run_1/class_map.png
Fill, decap, tap and diode cells in grey.
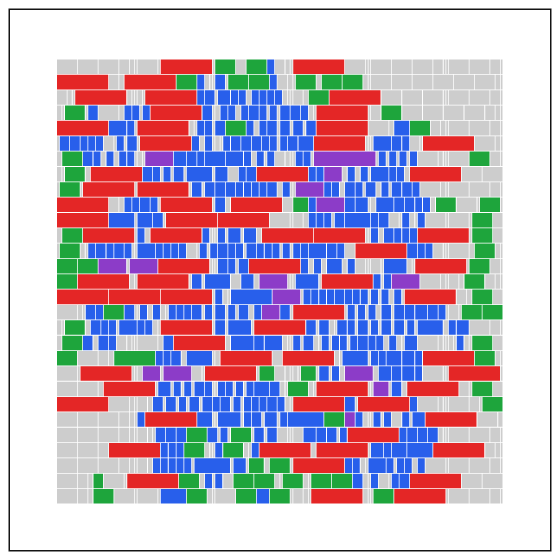
run_1/floorplan.png
Scale bar: 20 um. Pins as bars on the die edge. Tap cells in grey.
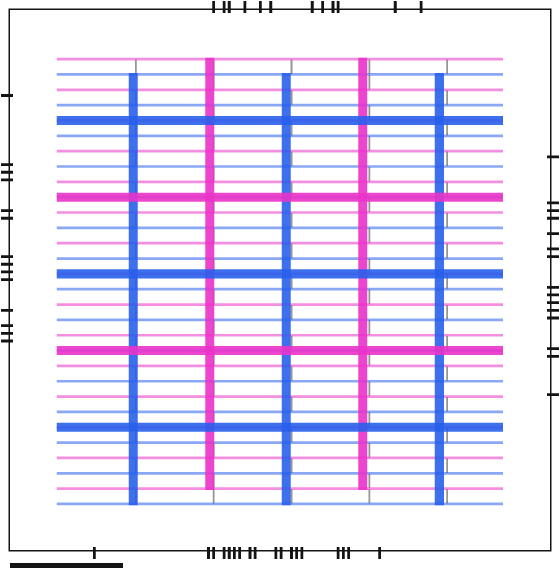
run_1/port_trees.png
Scale bar: 20 um.
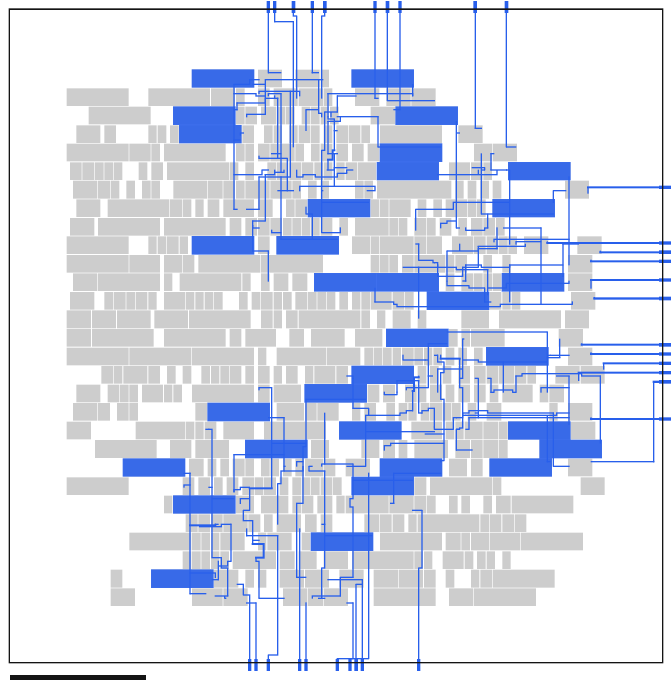
==> config.mk <==
export PLATFORM = sky130hd
export DESIGN_NAME = edge_detect_multi_flat
export DESIGN_NICKNAME = d
export VERILOG_FILES = /design/src/rtl/edge_detect_multi_if.sv /design/src/rtl/edge_detect_multi.sv /design/src/flat_wrapper.sv
export SDC_FILE = /design/constraint.sdc
export NUM_CORES = 1
export LEC_CHECK = 0
export ABC_AREA = 1
export ABC_CLOCK_PERIOD_IN_PS = 2100
export CORE_MARGIN = 8
export CORE_UTILIZATION = 58
export CTS_CLUSTER_SIZE = 14
export DETAILED_ROUTE_END_ITERATION = 10
export PLACE_DENSITY = 0.9
export SYNTH_ARGS = -nofsm -noshare
export SYNTH_HDL_FRONTEND = slang
export SYNTH_SLANG_ARGS = --single-unit
==> constraint.sdc <==
create_clock -name in_clk -period 2.1 [get_ports in_clk]
set_input_delay 0.315 -clock in_clk [delete_from_list [all_inputs] [get_ports in_clk]]
set_output_delay 0.315 -clock in_clk [all_outputs]
set_load 0.01 [all_outputs]
==> src/rtl/edge_detect_multi_if.sv <==
// edge_detect_multi_if: channel inputs, mode/clear controls and event outputs of edge_detect_multi
//   in_i     raw asynchronous channel inputs, WIDTH bits
//   in_mode  per-channel report mode, 2 bits per channel (00 off, 01 rise, 10 fall, 11 both)
//   in_clr   synchronous clear of sticky flags and counters
//   o_q      one-cycle event pulse per channel
//   o_level  filtered level per channel
//   o_sticky per-channel event seen since last clear
//   o_cnt    per-channel saturating event count, CNT_W bits per channel
interface edge_detect_multi_if #(
    parameter int WIDTH = 4,
    parameter int CNT_W = 8
);
    logic [WIDTH-1:0]       in_i;
    logic [2*WIDTH-1:0]     in_mode;
    logic                   in_clr;
    logic [WIDTH-1:0]       o_q;
    logic [WIDTH-1:0]       o_level;
    logic [WIDTH-1:0]       o_sticky;
    logic [WIDTH*CNT_W-1:0] o_cnt;
    modport master (output in_i, in_mode, in_clr, input o_q, o_level, o_sticky, o_cnt);
    modport slave (input in_i, in_mode, in_clr, output o_q, o_level, o_sticky, o_cnt);
endinterface

==> src/rtl/edge_detect_multi.sv <==
// edge_detect_multi: per-channel synchroniser, glitch filter, gated edge pulse, sticky flag and saturating counter
//   in_clk   clock, all state on rising edge
//   in_rst_n asynchronous active-low reset
//   bus      edge_detect_multi_if slave: in_i, in_mode, in_clr in; o_q, o_level, o_sticky, o_cnt out
module edge_detect_multi #(
    parameter int WIDTH       = 4,
    parameter int SYNC_STAGES = 2,
    parameter int FILTER_LEN  = 4,
    parameter int CNT_W       = 8
) (
    input logic            in_clk,
    input logic            in_rst_n,
    edge_detect_multi_if.slave bus
);
    localparam int FW = $clog2(FILTER_LEN + 1);
    typedef enum logic [1:0] {LOW, CHK_HIGH, HIGH, CHK_LOW} state_t;
    logic [WIDTH-1:0]       q_v;
    logic [WIDTH-1:0]       lvl_v;
    logic [WIDTH-1:0]       stk_v;
    logic [WIDTH*CNT_W-1:0] cnt_v;
    genvar c;
    generate
        for (c = 0; c < WIDTH; c = c + 1) begin : g_ch
            logic             s;
            state_t           st, st_n;
            logic [FW-1:0]    f, f_n;
            logic             done, rise, fall, ev;
            logic [1:0]       mode;
            logic             q, lvl, stk;
            logic [CNT_W-1:0] cnt;
            if (SYNC_STAGES == 0) begin : g_bypass
                assign s = bus.in_i[c];
            end else begin : g_sync
                logic [SYNC_STAGES-1:0] sy;
                always_ff @(posedge in_clk or negedge in_rst_n)
                    if (!in_rst_n) sy <= '0;
                    else begin
                        sy[0] <= bus.in_i[c];
                        for (int k = 1; k < SYNC_STAGES; k++) sy[k] <= sy[k-1];
                    end
                assign s = sy[SYNC_STAGES-1];
            end
            // the sample seen this cycle is the FILTER_LEN-th consecutive one
            assign done = (32'(f) + 1 >= FILTER_LEN);
            always_ff @(posedge in_clk or negedge in_rst_n)
                if (!in_rst_n) begin
                    st <= LOW;
                    f  <= '0;
                end else begin
                    st <= st_n;
                    f  <= f_n;
                end
            always_comb begin
                st_n = st;
                f_n  = f;
                rise = 1'b0;
                fall = 1'b0;
                case (st)
                    LOW:
                        if (s) begin
                            if (FILTER_LEN == 1) begin
                                st_n = HIGH;
                                rise = 1'b1;
                            end else begin
                                st_n = CHK_HIGH;
                                f_n  = FW'(1);
                            end
                        end
                    CHK_HIGH:
                        if (!s) st_n = LOW;
                        else if (done) begin
                            st_n = HIGH;
                            rise = 1'b1;
                        end else f_n = f + FW'(1);
                    HIGH:
                        if (!s) begin
                            if (FILTER_LEN == 1) begin
                                st_n = LOW;
                                fall = 1'b1;
                            end else begin
                                st_n = CHK_LOW;
                                f_n  = FW'(1);
                            end
                        end
                    CHK_LOW:
                        if (s) st_n = HIGH;
                        else if (done) begin
                            st_n = LOW;
                            fall = 1'b1;
                        end else f_n = f + FW'(1);
                    default: st_n = LOW;
                endcase
            end
            assign mode = bus.in_mode[2*c +: 2];
            assign ev   = (rise & mode[0]) | (fall & mode[1]);
            // an event on the same edge as a clear restarts the count at one
            always_ff @(posedge in_clk or negedge in_rst_n)
                if (!in_rst_n) begin
                    q   <= 1'b0;
                    lvl <= 1'b0;
                    stk <= 1'b0;
                    cnt <= '0;
                end else begin
                    q   <= ev;
                    lvl <= (st_n == HIGH) || (st_n == CHK_LOW);
                    stk <= ev | (stk & ~bus.in_clr);
                    cnt <= ev ? (bus.in_clr ? CNT_W'(1) : (&cnt ? cnt : cnt + CNT_W'(1)))
                              : (bus.in_clr ? '0 : cnt);
                end
            assign q_v[c]                = q;
            assign lvl_v[c]              = lvl;
            assign stk_v[c]              = stk;
            assign cnt_v[c*CNT_W +: CNT_W] = cnt;
        end
    endgenerate
    assign bus.o_q      = q_v;
    assign bus.o_level  = lvl_v;
    assign bus.o_sticky = stk_v;
    assign bus.o_cnt    = cnt_v;
endmodule
==> src/flat_wrapper.sv <==
// flat-port wrapper written by rule: the top's interface ports become plain ports
module edge_detect_multi_flat 
#(
    parameter int WIDTH       = 4,
    parameter int SYNC_STAGES = 2,
    parameter int FILTER_LEN  = 4,
    parameter int CNT_W       = 8
)
  (in_clk, in_rst_n, bus_in_i, bus_in_mode, bus_in_clr, bus_o_q, bus_o_level, bus_o_sticky, bus_o_cnt);
  edge_detect_multi_if #(.WIDTH(WIDTH), .CNT_W(CNT_W)) bus_i ();
  input logic in_clk;
  input logic in_rst_n;
  input wire logic [$bits(bus_i.in_i)-1:0] bus_in_i;
  input wire logic [$bits(bus_i.in_mode)-1:0] bus_in_mode;
  input wire logic [$bits(bus_i.in_clr)-1:0] bus_in_clr;
  output wire logic [$bits(bus_i.o_q)-1:0] bus_o_q;
  output wire logic [$bits(bus_i.o_level)-1:0] bus_o_level;
  output wire logic [$bits(bus_i.o_sticky)-1:0] bus_o_sticky;
  output wire logic [$bits(bus_i.o_cnt)-1:0] bus_o_cnt;
  assign bus_i.in_i = bus_in_i;
  assign bus_i.in_mode = bus_in_mode;
  assign bus_i.in_clr = bus_in_clr;
  assign bus_o_q = bus_i.o_q;
  assign bus_o_level = bus_i.o_level;
  assign bus_o_sticky = bus_i.o_sticky;
  assign bus_o_cnt = bus_i.o_cnt;
  edge_detect_multi #(.WIDTH(WIDTH), .SYNC_STAGES(SYNC_STAGES), .FILTER_LEN(FILTER_LEN), .CNT_W(CNT_W)) u_core (.in_clk(in_clk), .in_rst_n(in_rst_n), .bus(bus_i));
endmodule
==> out/metrics.csv, run 1 <==
metric,value,unit
status,"complete, no violations",
Critical path origin,u_core.g_ch[1].cnt[0]$_DFFE_PN0P_,
Final Cell Area,0.00450,mm^2
Hold Slack,355,ps
Inst Count DP,578,
fin. max-slew vios,0,
syn_nets,479,
Logic Gate Count,319,
number of cell rows,29,
Worst Skew,11.5,ps
Final period util,82.0,%
"Clk pin slew, worst setup/hold paths",70,ps
largest net degree at the start of global routing,48,
sequential share of cell area,38.9,%
Max power group,sequential cells,
initial DRC count,174,
Root Buffer,clkbuf_8,
Vias/cell,5.31,
fmax,0.580,GHz
Dominant comb cell,simple AND/OR/NAND/NOR gates,
min Tclk post-route,1720,ps
Latency at later pin,340,ps
Power Clock,1.11,mW
DIE WIDTH,95.7,um
Cells after Synth,456,
Multiplexer share,0,%
Syn Area/Cell,8.09,um^2
Adders+Majority by Area,2.71,%
Max-Cap Viols,0,
r2r setup slk,540,ps
core area,0.00624,mm^2
Non-Clock Inverter Count,49,
WS Path Type,reg -> out,
"Distinct cells, synth",31,
Slew HR,59.3,%
share of total power in the clock network,30.8,%
Worst Setup End Kind,output port,
Final Hold Fails,0,
# clk buffers,10,
post-place setup slack,394,ps
critical path's slowest cell,clkdlybuf4s50_1,
fin cells,595,
FF-to-FF Start,u_core.g_ch[1].cnt[0]$_DFFE_PN0P_,
Notes on class_map.png above:
Key: green = remaining buffers and delay cells [cells 64, share of their area 14%]; red = registers [cells 70, share of their area 40%]; blue = remaining logic cells [cells 368, share of their area 41%]; purple = clock drivers and dummy loads [cells 16, share of their area 4.7%]

Notes on floorplan.png above:
Key: blue = VSS; magenta = VDD
The core has 29 rows. 59 signal pins sit on the boundary. 30 met1 rails follow the rows.

Notes on port_trees.png above:
Key: blue = bus_o_cnt [direction output, edge 12 east, 10 south, 10 north, end cells 32, buffers 32, wire 1,690 um]

run 1: cells in the mapped netlist:
library cell  instances  area [um^2]
nand2_1             128          480
nand3_1              71          355
dfrtp_1              70         1750
inv_1                45          169
nor2_1               31          116
o21ai_0              23          115
buf_4                12         90.1
xor2_1                9         78.8
ha_1                  8          100
nand4_1               8         50.1
nor2_2                6         37.5
a21oi_1               5         25.0
buf_2                 5         25.0
inv_2                 4         15.0
nand2_2               4         25.0
nand2_4               3         33.8
nor3_1                3         15.0
a21o_1                2         15.0
nand3_4               2         35.0
nand3b_1              2         15.0
nor2_4                2         22.5
o21a_1                2         15.0
o21ai_1               2         10.0
or2_2                 2         12.5
clkbuf_8              1         13.8
nand3_2               1         10.0
nand4_2               1         12.5
nor2_8                1         20.0
o211ai_1              1         7.51
o21bai_1              1         7.51
xnor2_1               1         8.76
==> run 2, diff against run 1 <==
Settings changed: ABC_CLOCK_PERIOD_IN_PS 2100 to 1540, CORE_UTILIZATION 58 to 48, PLACE_DENSITY 0.9 to 0.81.
Clock period 2.1 ns to 1.54 ns, I/O delays scaled along.
run_2/class_map.png
Fill, decap, tap and diode cells in grey.
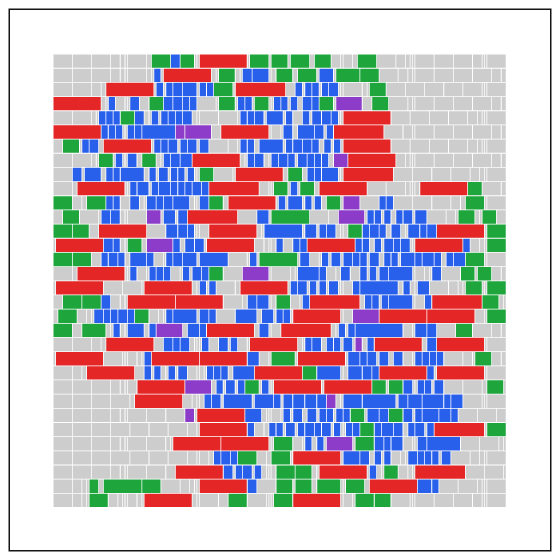
Key: purple = clock drivers and dummy loads [cells 16, share of their area 3.6%]; red = registers [cells 70, share of their area 38%]; blue = remaining logic cells [cells 369, share of their area 40%]; green = remaining buffers and delay cells [cells 92, share of their area 18%]

run_2/floorplan.png
Scale bar: 20 um. Pins as bars on the die edge. Tap cells in grey.
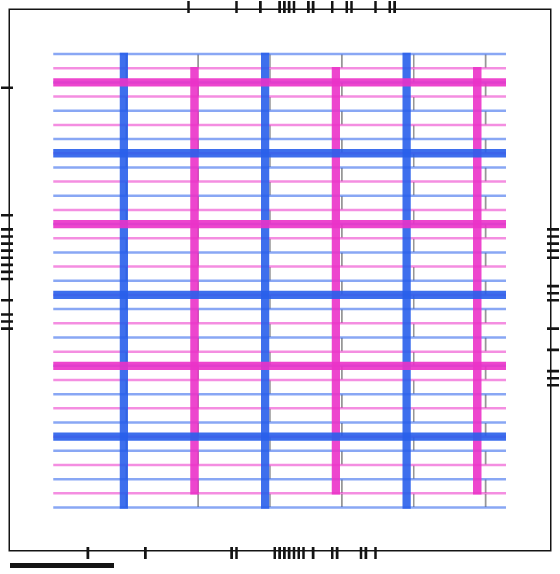
Key: magenta = VDD; blue = VSS
6 straps on met4. 6 straps on met5.

==> run 2 against run 1 <==
Clock skew shrank 2.3 ps. Die area grew 17%. Total power grew 35%. Via count grew 3.5%. Critical path type unchanged.
==> out/metrics.csv, run 2 <==
metric,value,unit,change
status,"complete, no violations",,
DIE WIDTH,104,um,+8.3%
largest net degree at the start of global routing,71,,+48%
Critical path origin,u_core.g_ch[3].cnt[5]$_DFFE_PN0P_,,
FF-to-FF Start,u_core.g_ch[2].cnt[1]$_DFFE_PN0P_,,
Slew HR,75.1,%,+16 points
Multiplexer share,0,%,unchanged
Root Buffer,clkbuf_8,,
Latency at later pin,350,ps,about the same
Inst Count DP,609,,+5.4%
fin. max-slew vios,0,,unchanged
count of library flops with an enable pin,0,,unchanged
initial DRC count,107,,-39%
number of cell rows,32,,+10%
Dominant comb cell,simple AND/OR/NAND/NOR gates,,
most common cell in the synthesized netlist,nand2_1,,
Final period util,97.4,%,
most used flip-flop cell,dfrtp_1,,
fmax,0.666,GHz,
Hold Slack,310,ps,-44.6 ps
Final Cell Area,0.00479,mm^2,+6.4%
Worst Skew,9.18,ps,-2.30 ps
Max power group,sequential cells,,
"area share, top type",47.5,%,unchanged
Async SR Flop Fraction,100,%,unchanged
Adders+Majority by Area,2.71,%,unchanged
critical path's slowest cell,clkdlybuf4s50_1,,
"Clk pin slew, worst setup/hold paths",80,ps,about the same
fin cells,649,,+9.1%
Worst Setup End Kind,output port,,
post-place setup slack,-0.140,ps,-394 ps
largest area contributor in the netlist,dfrtp_1,,
==> run 2: cell count changes in the layout (fill, tap and decap cells not counted), moves of 3 or more <==
cell,change
nor2_1,-3
dfrtp_1,-10
dlygate4sd2_1,+20
dlymetal6s2s_1,+4
dfrtp_2,+10
ha_1,-3
nor2_2,+3
buf_4,+26
clkdlybuf4s50_1,-24
==> run 2: per-layer routing <==
metal	vias up	global-route usage [%]	share of wire (%)
li1	1640	-	-
met1	1537	18.1	43
met2	75	27.7	50
met3	21	4.03	4.9
met4	0	9.10	2.5
met5	-	0	0
==> run 2: cell type report <==
cell class	count	area, um^2
fill	616	2780
sequential	70	1760
multi-input combinational	320	1690
timing repair buffer	92	856
inverter	49	184
clock buffer	10	128
tap	102	128
clock inverter	6	38.8
Power and IR drop assume default switching activity.
